Fig. 1: run 1, routing congestion
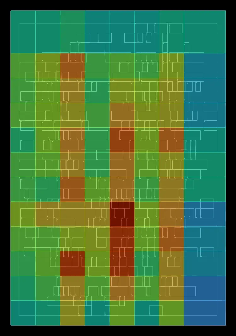
Fig. 2: run 1, cell classes on the final placement
Bar = 20 microns.
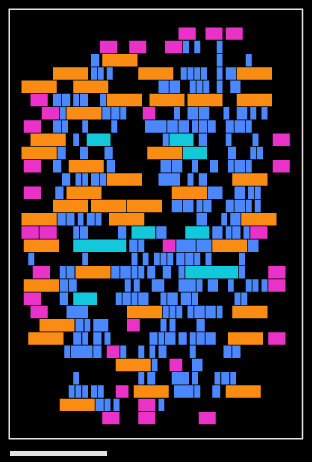
Fig. 3: run 1, where the registers sit
Other sequential cells in the stronger grey, the rest of the logic in the fainter grey.
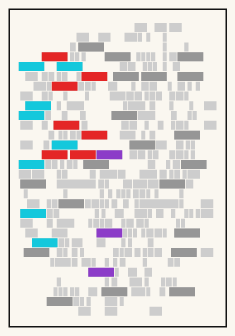
[src/rtl/snn_spi_pkg.sv]
// snn_spi_pkg: shared types and constants for the SNN SPI configuration link
package snn_spi_pkg;
  localparam int SPI_FRAME_BITS = 8;
  typedef enum logic [2:0] {IDLE, SCLK_LO, SCLK_HI, HOLD, TRAIL, GAP} spi_state_t;
  typedef enum logic [7:0] {
    OP_NOP       = 8'h00,
    OP_WR_WEIGHT = 8'h01,
    OP_WR_DELAY  = 8'h02,
    OP_WR_THRESH = 8'h03,
    OP_RD_STATUS = 8'h80
  } snn_opcode_t;
endpackage

[src/rtl/spi_config_master_if.sv]
// spi_config_master_if: byte stream handshake and SPI pins of spi_config_master
interface spi_config_master_if
  import snn_spi_pkg::*;
#(
  parameter int FRAME_BITS = SPI_FRAME_BITS
);
  logic [FRAME_BITS-1:0] tx_data, rx_data;
  logic tx_valid, tx_last, tx_ready, rx_valid, busy, SCLK, MOSI, SS, MISO;
  modport master (
    input  tx_data, tx_valid, tx_last, MISO,
    output tx_ready, rx_data, rx_valid, busy, SCLK, MOSI, SS
  );
  modport slave (
    output tx_data, tx_valid, tx_last, MISO,
    input  tx_ready, rx_data, rx_valid, busy, SCLK, MOSI, SS
  );
endinterface

[src/rtl/spi_half_period_timer.sv]
// spi_half_period_timer: counts CLK_DIV cycles per SCLK phase, ticks on the last one
module spi_half_period_timer #(
  parameter int CLK_DIV = 4
) (
  input  logic system_clock,
  input  logic reset,
  input  logic restart,
  input  logic enable,
  output logic tick
);
  localparam int W = $clog2(CLK_DIV + 1);
  localparam logic [W-1:0] RELOAD = W'(CLK_DIV - 1);
  logic [W-1:0] cnt;
  assign tick = enable && cnt == '0;
  always_ff @(posedge system_clock)
    if (reset || restart || tick) cnt <= RELOAD;
    else if (enable) cnt <= cnt - W'(1);
endmodule

[src/rtl/spi_config_master.sv]
// spi_config_master: mode-0 MSB-first SPI master streaming bytes with SS held across bursts
module spi_config_master
  import snn_spi_pkg::*;
#(
  parameter int CLK_DIV    = 4,
  parameter int FRAME_BITS = SPI_FRAME_BITS
) (
  input logic system_clock,
  input logic reset,
  spi_config_master_if.master bus
);
  localparam int BW = $clog2(FRAME_BITS);
  spi_state_t state, state_d;
  logic sclk, sclk_d, mosi, mosi_d, ss, ss_d, last, last_d;
  logic tx_ready, rx_valid, rx_valid_d, busy;
  logic [FRAME_BITS-1:0] tx_sr, tx_sr_d, rx_sr, rx_sr_d, rx_data, rx_data_d;
  logic [BW-1:0] bitcnt, bitcnt_d;
  logic accept, tick, enable;
  assign accept = bus.tx_valid && tx_ready;
  assign enable = state inside {SCLK_LO, SCLK_HI, TRAIL, GAP};
  spi_half_period_timer #(.CLK_DIV(CLK_DIV)) u_timer (
    .system_clock(system_clock),
    .reset(reset),
    .restart(accept),
    .enable(enable),
    .tick(tick)
  );
  always_comb begin
    state_d = state;
    sclk_d = sclk;
    mosi_d = mosi;
    ss_d = ss;
    last_d = last;
    tx_sr_d = tx_sr;
    rx_sr_d = rx_sr;
    rx_data_d = rx_data;
    bitcnt_d = bitcnt;
    rx_valid_d = 1'b0;
    case (state)
      IDLE, HOLD: if (accept) begin
        tx_sr_d = bus.tx_data;
        last_d = bus.tx_last;
        bitcnt_d = '0;
        ss_d = 1'b0;
        mosi_d = bus.tx_data[FRAME_BITS-1];
        state_d = SCLK_LO;
      end
      SCLK_LO: if (tick) begin
        sclk_d = 1'b1;
        state_d = SCLK_HI;
      end
      SCLK_HI: if (tick) begin
        sclk_d = 1'b0;
        rx_sr_d = {rx_sr[FRAME_BITS-2:0], bus.MISO};
        if (bitcnt != BW'(FRAME_BITS - 1)) begin
          tx_sr_d = tx_sr << 1;
          mosi_d = tx_sr[FRAME_BITS-2];
          bitcnt_d = bitcnt + BW'(1);
          state_d = SCLK_LO;
        end else begin
          rx_data_d = rx_sr_d;
          rx_valid_d = 1'b1;
          state_d = last ? TRAIL : HOLD;
        end
      end
      TRAIL: if (tick) begin
        ss_d = 1'b1;
        mosi_d = 1'b0;
        state_d = GAP;
      end
      GAP: if (tick) state_d = IDLE;
      default: state_d = IDLE;
    endcase
  end
  // tx_ready/busy follow the next state so every output stays a plain flop
  always_ff @(posedge system_clock)
    if (reset) begin
      state <= IDLE;
      sclk <= 1'b0;
      mosi <= 1'b0;
      ss <= 1'b1;
      last <= 1'b0;
      tx_sr <= '0;
      rx_sr <= '0;
      rx_data <= '0;
      bitcnt <= '0;
      rx_valid <= 1'b0;
      tx_ready <= 1'b0;
      busy <= 1'b0;
    end else begin
      state <= state_d;
      sclk <= sclk_d;
      mosi <= mosi_d;
      ss <= ss_d;
      last <= last_d;
      tx_sr <= tx_sr_d;
      rx_sr <= rx_sr_d;
      rx_data <= rx_data_d;
      bitcnt <= bitcnt_d;
      rx_valid <= rx_valid_d;
      tx_ready <= state_d inside {IDLE, HOLD};
      busy <= state_d != IDLE;
    end
  assign bus.SCLK = sclk;
  assign bus.MOSI = mosi;
  assign bus.SS = ss;
  assign bus.tx_ready = tx_ready;
  assign bus.rx_valid = rx_valid;
  assign bus.rx_data = rx_data;
  assign bus.busy = busy;
endmodule

[src/flat_wrapper.sv]
// flat-port wrapper written by rule: the top's interface ports become plain ports
module spi_config_master_flat import snn_spi_pkg::*;
#(
  parameter int CLK_DIV    = 4,
  parameter int FRAME_BITS = SPI_FRAME_BITS
)
  (system_clock, reset, bus_tx_data, bus_tx_valid, bus_tx_last, bus_MISO, bus_tx_ready, bus_rx_data, bus_rx_valid, bus_busy, bus_SCLK, bus_MOSI, bus_SS);
  spi_config_master_if #(.FRAME_BITS(FRAME_BITS)) bus_i ();
  input logic system_clock;
  input logic reset;
  input wire logic [$bits(bus_i.tx_data)-1:0] bus_tx_data;
  input wire logic [$bits(bus_i.tx_valid)-1:0] bus_tx_valid;
  input wire logic [$bits(bus_i.tx_last)-1:0] bus_tx_last;
  input wire logic [$bits(bus_i.MISO)-1:0] bus_MISO;
  output wire logic [$bits(bus_i.tx_ready)-1:0] bus_tx_ready;
  output wire logic [$bits(bus_i.rx_data)-1:0] bus_rx_data;
  output wire logic [$bits(bus_i.rx_valid)-1:0] bus_rx_valid;
  output wire logic [$bits(bus_i.busy)-1:0] bus_busy;
  output wire logic [$bits(bus_i.SCLK)-1:0] bus_SCLK;
  output wire logic [$bits(bus_i.MOSI)-1:0] bus_MOSI;
  output wire logic [$bits(bus_i.SS)-1:0] bus_SS;
  assign bus_i.tx_data = bus_tx_data;
  assign bus_i.tx_valid = bus_tx_valid;
  assign bus_i.tx_last = bus_tx_last;
  assign bus_i.MISO = bus_MISO;
  assign bus_tx_ready = bus_i.tx_ready;
  assign bus_rx_data = bus_i.rx_data;
  assign bus_rx_valid = bus_i.rx_valid;
  assign bus_busy = bus_i.busy;
  assign bus_SCLK = bus_i.SCLK;
  assign bus_MOSI = bus_i.MOSI;
  assign bus_SS = bus_i.SS;
  spi_config_master #(.CLK_DIV(CLK_DIV), .FRAME_BITS(FRAME_BITS)) u_core (.system_clock(system_clock), .reset(reset), .bus(bus_i));
endmodule
[config.mk]
export PLATFORM = sky130hd
export DESIGN_NAME = spi_config_master_flat
export DESIGN_NICKNAME = d
export VERILOG_FILES = /design/src/rtl/snn_spi_pkg.sv /design/src/rtl/spi_config_master_if.sv /design/src/rtl/spi_half_period_timer.sv /design/src/rtl/spi_config_master.sv /design/src/flat_wrapper.sv
export SDC_FILE = /design/constraint.sdc
export NUM_CORES = 1
export LEC_CHECK = 0
export ABC_AREA = 1
export CAP_MARGIN = 0
export CORE_ASPECT_RATIO = 1.5
export CORE_MARGIN = 2
export CORE_UTILIZATION = 40
export DETAILED_ROUTE_END_ITERATION = 7
export SKIP_LAST_GASP = 1
export SYNTH_ARGS = -nofsm -noshare
export SYNTH_HDL_FRONTEND = slang
export SYNTH_HIERARCHICAL = 1
export SYNTH_SLANG_ARGS = --single-unit
[constraint.sdc]
create_clock -name system_clock -period 2.8 [get_ports system_clock]
set_input_delay 0.84 -clock system_clock [delete_from_list [all_inputs] [get_ports system_clock]]
set_output_delay 0.84 -clock system_clock [all_outputs]
set_load 0.02 [all_outputs]
==> CHANGELOG.md, run 1 <==
### Changed

- Outcome: complete, no violations
- Antenna-violating nets left: 0
- I/O pin cnt: 27
- Top cells by area: dfxtp_1 (41%), nand2_1 (12%), nor2_2 (7.0%)
- Synth Net Count: 282
- Cell internal pwr: around 1.1 mW
- Commonest non-fill, non-tap cells in the layout: nand2_1 (62), dfxtp_1 (38), nor2_1 (28)
- Inserted Diodes: 0
- CP Launch Type: flip-flop
- GR Overflow Total: 0
- Clock Path Buffers: 2
- Syn Area/Cell: just over 7 sq um
- Commonest Layout Cell: nand2_1
- CP arrival: roughly 2.5 ns
- DRC viols: 0
- AND/OR/NAND/NOR Cells, Area Fraction: between 30% and 40%
- Comb area leader: simple AND/OR/NAND/NOR gates
- Tool warning count: 27
- Die width: ~60 microns
- Yosys Chip Area: ~1900 sq um
- Final hold slack: between 0.4 and 0.5 ns
- Share of cells above drive strength 1: between 10% and 20%
- HP Class: flip-flop to flip-flop
- Cell Type Count: 27
- Complex Gates by Area: about a tenth
About Fig. 1:
met1 Track Usage GR: 19.0%
final cell utilization of the core: 51.2%
GRT met3 Usage: 4.43%
Top Usage Layer GRT: met2
WL/cell: 11.7 microns

About Fig. 2:
- clock drivers and dummy loads: cyan (cells 8)
- other buffers and delay cells: magenta (cells 32)
- flip-flops: orange (cells 38)
- all other logic: blue (cells 215)
Core Footprint: 4500 sq um
num rows: 30

About Fig. 3:
- u_core/rx_sr: red (sequential cells 7)
- u_core/bus.rx_data: cyan (sequential cells 8)
- u_core/state: purple (sequential cells 3)
seq pwr: 0.638 mW
flop share of the area: 33.0%
Sequential cell area: 761 sq um

run 1: final cells by class:
class | count | area, sq um | share of cell area, %
clock buffer | 6 | 82.6 | 3.58
clock inverter | 2 | 60.1 | 2.60
inverter | 26 | 100 | 4.34
multi-input combinational | 189 | 938 | 40.7
sequential | 38 | 761 | 33.0
tap | 48 | 60.1 | 2.60
timing repair buffer | 32 | 305 | 13.2
run 1: registers in the layout (all words and copies together) (netlist names):
name,cells
u_core/bitcnt,3
u_core/bus.MOSI,1
u_core/bus.SCLK,1
u_core/bus.SS,1
u_core/bus.busy,1
u_core/bus.rx_data,8
u_core/bus.rx_valid,1
u_core/bus.tx_ready,1
u_core/last,1
u_core/rx_sr,7
u_core/state,3
u_core/tx_sr,7
u_core/u_timer/cnt,3
run 1: logic make-up (layout without fill, tap and decap cells):
logic type,Yosys count,after routing
compound gates,35,35
xor+xnor,1,1
fa+ha+maj,4,4
buf+inv,38,66
flops,38,38
simple gates,149,149
run 1: through the flow:
stage | instance area, sq um | utilization, % | instances
final | 2310 | 51.2 | 341
after global routing | 2310 | 51.2 | 341
after CTS | 2310 | 51.2 | 341
after detailed placement | 2160 | 48.1 | 333
after global placement | 2160 | 48.1 | 333
after floorplan | 1870 | - | 265
run 1: metal layers:
layer / vias up / share of wire (%) / GRT usage [%]
met4: 0 / 0.73 / 5.45
met5: - / 0 / 0
met3: 2 / 4.0 / 4.43
met1: 734 / 45 / 19.0
met2: 36 / 50 / 28.7
li1: 895 / - / -
run 1: power by group through the flow:
stage | Combinational, mW | Sequential [mW] | Clock (mW)
detailed placement | 0.356 | 0.651 | 0
finish | 0.354 | 0.638 | 0.581
floorplan | 0.281 | 0.654 | 0
global placement | 0.347 | 0.651 | 0
CTS | 0.359 | 0.639 | 0.600
global route | 0.400 | 0.646 | 0.617
run 1: synthesized netlist by cell type (all sizes together):
library cell / count
nor2: 50
xnor2: 1
a211oi: 1
dfxtp: 38
ha: 4
o21ai: 19
clkbuf: 5
a21oi: 15
and2: 2
nor3: 1
buf: 7
nand4: 5
or2: 1
inv: 26
nand2: 66
nand3: 24
run 1: critical path, stage by stage, from the launching register on:
cell,delay (ns)
dfxtp_1,0.49
nor2_1,0.11
nand2_2,0.09
nand2_4,0.07
a21oi_1,0.18
nand3_1,0.18
inv_1,0.11
inv_1,0.06
nand2_1,0.10
and2_1,0.35
and2_4,0.33
nor2_2,0.05
nor2_2,0.07
run 1: path summary, 6_finish.rpt:
path,slack [ns],startpoint,end,cells past startpoint
worst max-delay path,0.56,u_core/state[0],u_core/bitcnt[2],12
worst min-delay path,0.47,u_core/rx_sr[0],u_core/bus.rx_data[1],2
worst max register to register,0.56,u_core/state[0],u_core/bitcnt[2],12
worst min register to register,0.47,u_core/rx_sr[0],u_core/bus.rx_data[1],2
--- run 2 (diff from run 1) ---
clock period = 2.2 ns   (was 2.8 ns; I/O delays follow)
==> run 2 against run 1 <==
  * Flip-flop count unchanged
  * Critical endpoint is now bus_busy
  * Highest routed layer unchanged
  * Largest power group unchanged
  * Via count is 2.6% higher
  * Critical path type is now flip-flop to output port
  * Power grew 27%
==> CHANGELOG.md, run 2 <==
### Changed

- Outcome: complete, no violations
- Top cells by count, synth: nand2_1 (62), dfxtp_1 (38), nor2_1 (28)
- HP Class: flip-flop to flip-flop
- Clock Path Buffers: 2 (unchanged)
- Cell Type Count: 27 (unchanged)
- WL/cell: 11.5 microns (-1.6%)
- Top flop regs: u_core/bus.rx_data x8, u_core/rx_sr x7, u_core/tx_sr x7
- Yosys Chip Area: 1870 sq um (unchanged)
- DRC viols: 0 (unchanged)
- GR Overflow Total: 0 (unchanged)
- Top cells by area: dfxtp_1 (41%), nand2_1 (12%), nor2_2 (7.0%)
- Share of cells above drive strength 1: 18.1% (+2.1 points)
- Worst hold stages: 2 (unchanged)
- Number of enable flip-flop cells: 0 (unchanged)
- Crit-path leading delay family: buffers and inverters
- Commonest non-fill, non-tap cells in the layout: nand2_1 (61), dfxtp_1 (38), nor2_1 (28)
- Yosys top cell by instances: nand2_1
- Slowest CP cell: clkdlybuf4s50_1
- Comb area leader: simple AND/OR/NAND/NOR gates
- Reg2Reg Depth: 13 (+1)
- CP Launch Type: flip-flop
- Tool warning count: 27 (unchanged)
- Hold EP: u_core/bus.rx_data[1]
- Crit. path cell count: 1 (-11)
- Asr flop ratio synth: 0% (unchanged)
- Num rows: 30 (unchanged)
- Die width: 59.9 microns (unchanged)
- I/O pin cnt: 27 (unchanged)
- Slowest stage delay, CP: 0.62 ns (+0.13 ns)
- CP arrival: 1.26 ns (-1.22 ns)
- CP Cell Sequence: clkdlybuf4s50_1
- Cell internal pwr: 1.42 mW (+26%)
## run 2: cell counts after synthesis
Identical to the previous run, type by type.
## run 2: how the worst max path moves through the flow
stage                          startpoint                    end  slack, ns
final                     u_core/bus.busy               bus_busy       0.28
after global routing      u_core/state[2]  u_core/bus.rx_data[1]       0.04
after CTS                 u_core/state[1]        u_core/bus.busy       0.20
after global placement       bus_tx_valid        u_core/bus.busy       0.21
after floorplan           u_core/state[2]        u_core/bus.busy      0.004
after detailed placement     bus_tx_valid        u_core/bus.busy       0.17
## run 2: per-layer routing
layer	vias up	part of all wire, %	GRT usage (%)	wire length, microns
li1	905	-	-	-
met1	764	46	20.2	1830
met2	36	47	28.2	1880
met3	5	5.0	3.69	200
met4	0	1.6	6.06	64
met5	-	0	0	0
## run 2: cell families after synthesis
group | count (synthesis)
flops | 38
compound gates | 35
buf+inv | 38
fa+ha+maj | 4
simple gates | 149
xor+xnor | 1
## run 2: cell type report
class / count / area, sq um / share of cell area (%)
Clock buffer: 5 / 68.8 / 2.92
Clock inverter: 3 / 68.8 / 2.92
Inverter: 26 / 100 / 4.25
Multi-Input combinational cell: 189 / 941 / 40.0
Sequential cell: 38 / 761 / 32.3
Tap cell: 48 / 60.1 / 2.55
Timing Repair Buffer: 37 / 355 / 15.1
## run 2: timing repair
| item | in CTS | in global routing |
|---|---|---|
| setup endpoints to repair | 0 | 7 |
| hold buffers | 0 | 0 |
| gates resized | 0 | 2 |
## run 2: power groups by stage
stage | combinational (mW) | clock, mW | sequential (mW)
floorplan | 0.358 | 0 | 0.832
global placement | 0.479 | 0 | 0.822
detailed placement | 0.483 | 0 | 0.822
CTS | 0.485 | 0.733 | 0.807
global route | 0.544 | 0.759 | 0.816
finish | 0.479 | 0.715 | 0.808
## run 2: per-stage QoR
stage	instance area, sq um	worst slack (ns)	std cells	hold slack (ns)	util, %
floorplan	1870	0.00370	265	0.430	-
detailed placement	2210	0.168	338	0.458	49.2
finish	2350	0.276	346	0.470	52.3
CTS	2350	0.200	346	0.471	52.2
global route	2350	0.0360	346	0.489	52.3
global placement	2210	0.213	338	0.457	49.2
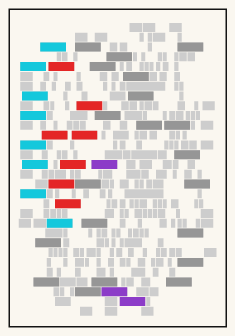
Fig. 4. Where the registers sit (run 2).
Other sequential cells in the stronger grey, the rest of the logic in the fainter grey.
- u_core/state: purple (sequential cells 3)
- u_core/bus.rx_data: cyan (sequential cells 8)
- u_core/rx_sr: red (sequential cells 7)
final cell utilization of the core: 52.3%
seq pwr: 0.808 mW

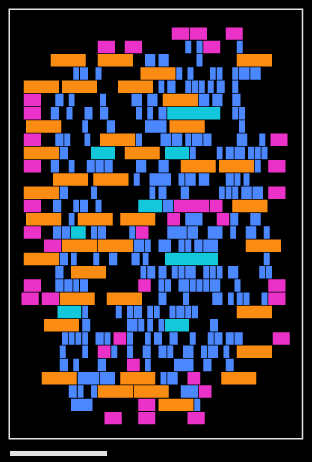
Fig. 5. Cell classes on the final placement (run 2).
Bar = 20 microns.
- other buffers and delay cells: magenta (cells 37)
- clock drivers and dummy loads: cyan (cells 8)
- flip-flops: orange (cells 38)
- all other logic: blue (cells 215)

--- run 3 (diff from run 2) ---
PLACE_DENSITY = 0.64   (was default)
==> run 3 against run 2 <==
  * Sequential power rose by 0.6%
  * Fmax down 3.4%
  * Final cell count rose by 0.29%
  * Routed wire length shrank 3.2%
  * Via count down 2.0%
  * Flip-flop count is the same
  * Largest cell class unchanged
==> CHANGELOG.md, run 3 <==
### Changed

- Hold_buf cts: 0 (unchanged)
- Tool warning count: 27 (unchanged)
- I/O pin cnt: 27 (unchanged)
- Mux share: 0%
- Pre-CTS setup slack: 0.135 ns (-0.0335 ns)
- CP Launch Type: flip-flop
- Power density cells: about 750 nW/um^2
- Placed inst area: 2220 sq um (+0.34%)
- Yosys Chip Area: 1870 sq um (unchanged)
- Asr flop ratio synth: 0% (unchanged)
- Comb area leader: simple AND/OR/NAND/NOR gates
- Commonest Layout Cell: nand2_1
- Placed cells: 339 (+0.30%)
- Finished Layout Cells: 347 (+0.29%)
- WL/cell: 11.1 microns (-3.5%)
- Number of enable flip-flop cells: 0 (unchanged)
- Complex Gates by Area: 9.69%
- DRC viols: 0 (unchanged)
- HP Class: flip-flop to flip-flop
- Worst ir drop on vdd: between 400 and 500 uV
- Num rows: 30 (unchanged)
- Drt pass-1 iters: 4
- Register area share after synthesis: about two fifths
- Fmax: roughly 0.50 GHz
- Die width: 59.9 microns (unchanged)
- Commonest non-fill, non-tap cells in the layout: nand2_1 (62), dfxtp_1 (37), nor2_1 (28)
- Biggest register: u_core/bus.rx_data
- GR Overflow Total: 0 (unchanged)
- Final hold slack: 0.479 ns (+0.00905 ns)
- Yosys top cell by instances: nand2_1
- Outcome: complete, no violations
- Cell Type Count: 27 (unchanged)
- # setup viols final: 0
- Synth Area in XOR/XNOR: less than 1%
- Top cells by area: dfxtp_1 (41%), nand2_1 (12%), nor2_2 (7.0%)
- Final Power: around 1.7 mW
- Clk pin slew, worst setup/hold paths: around 0.07 ns
- Top cells by count, synth: nand2_1 (62), dfxtp_1 (38), nor2_1 (28)
- Clock Path Buffers: 2 (unchanged)
- CP arrival: 2.18 ns (+0.92 ns)
- Final WS setup: 0.209 ns (-0.0667 ns)
- Share of cells above drive strength 1: 18.4% (+0.27 points)
- Top flop regs: u_core/bus.rx_data x8, u_core/rx_sr x7, u_core/tx_sr x7
-- run 3: netlist changes by cell type in the layout (fill, tap and decap cells not counted), sizes merged --
cell      delta
clkinvlp     +1
bufinv       -2
clkinv       +1
buf          +1
-- run 3: worst paths after layout --
path                      endpoint                   from  cells after the start
max                u_core/bus.busy        u_core/state[1]                     13
min          u_core/u_timer/cnt[1]  u_core/u_timer/cnt[1]                      2
max reg2reg        u_core/bus.busy        u_core/state[1]                     13
min reg2reg  u_core/u_timer/cnt[1]  u_core/u_timer/cnt[1]                      2
-- run 3: area by class of cell --
cell class | count | area (sq um)
timing repair buffer | 38 | 363
sequential | 38 | 762
multi-input combinational | 189 | 938
clock inverter | 3 | 21.3
clock buffer | 5 | 68.8
inverter | 26 | 100
fill | 450 | 2190
tap | 48 | 60.1
-- run 3: repair_timing --
| item | CTS | global route |
|---|---|---|
| setup endpoints to repair | 0 | 16 |
| buffers inserted | 0 | 0 |
| hold endpoints to repair | 0 | 0 |
| resized | 0 | 2 |
-- run 3: power breakdown --
| group | internal [mW] | switching, mW |
|---|---|---|
| Clock | 0.222 | 0.248 |
| Sequential | 0.762 | 0.0515 |
| Combinational | 0.201 | 0.262 |
-- run 3: logic make-up (layout without fill, tap and decap cells) --
family | after synthesis | count (layout)
buffers and inverters | 38 | 72
flip-flops | 38 | 38
AND/OR/NAND/NOR | 149 | 149
XOR/XNOR | 1 | 1
adder cells (fa/ha/maj) | 4 | 4
AND-OR/OR-AND | 35 | 35
-- run 3: critical path, stage by stage, from the launching register on --
cell	delay, ns
dfxtp_1	0.36
nor2_1	0.20
nand2_2	0.09
nand2_4	0.09
a21oi_1	0.07
nand3_1	0.11
inv_1	0.06
buf_4	0.16
nand2_1	0.25
nor2_1	0.07
nor2_1	0.23
nand3_1	0.11
nand2_1	0.06
inv_1	0.04
-- run 3: metal layers --
metal | vias to the layer above | routed length [microns] | GRT usage [%] | part of all wire [%]
met5 | - | 0 | 0 | 0
met4 | 0 | 32 | 5.45 | 0.83
met3 | 2 | 125 | 3.99 | 3.3
met2 | 27 | 1920 | 28.4 | 50
met1 | 740 | 1770 | 19.4 | 46
li1 | 906 | - | - | -
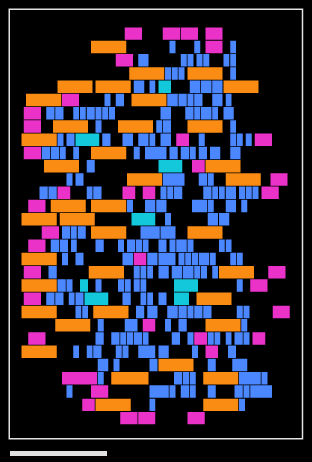
Fig. 6. Cell classes on the final placement (run 3).
Bar = 20 microns.
- clock drivers and dummy loads: cyan (cells 8)
- other buffers and delay cells: magenta (cells 38)
- all other logic: blue (cells 215)
- flip-flops: orange (cells 38)
flop share of the area: 32.9%
final cell utilization of the core: 51.4%
Finished Cell Area: 2310 sq um

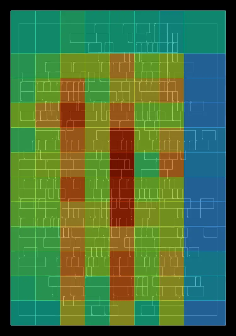
Fig. 7. Routing congestion (run 3).
GRT met3 Usage: 3.99%
met1 Track Usage GR: 19.4%

No activity file was given, so power comes from the tool's default toggle rates.
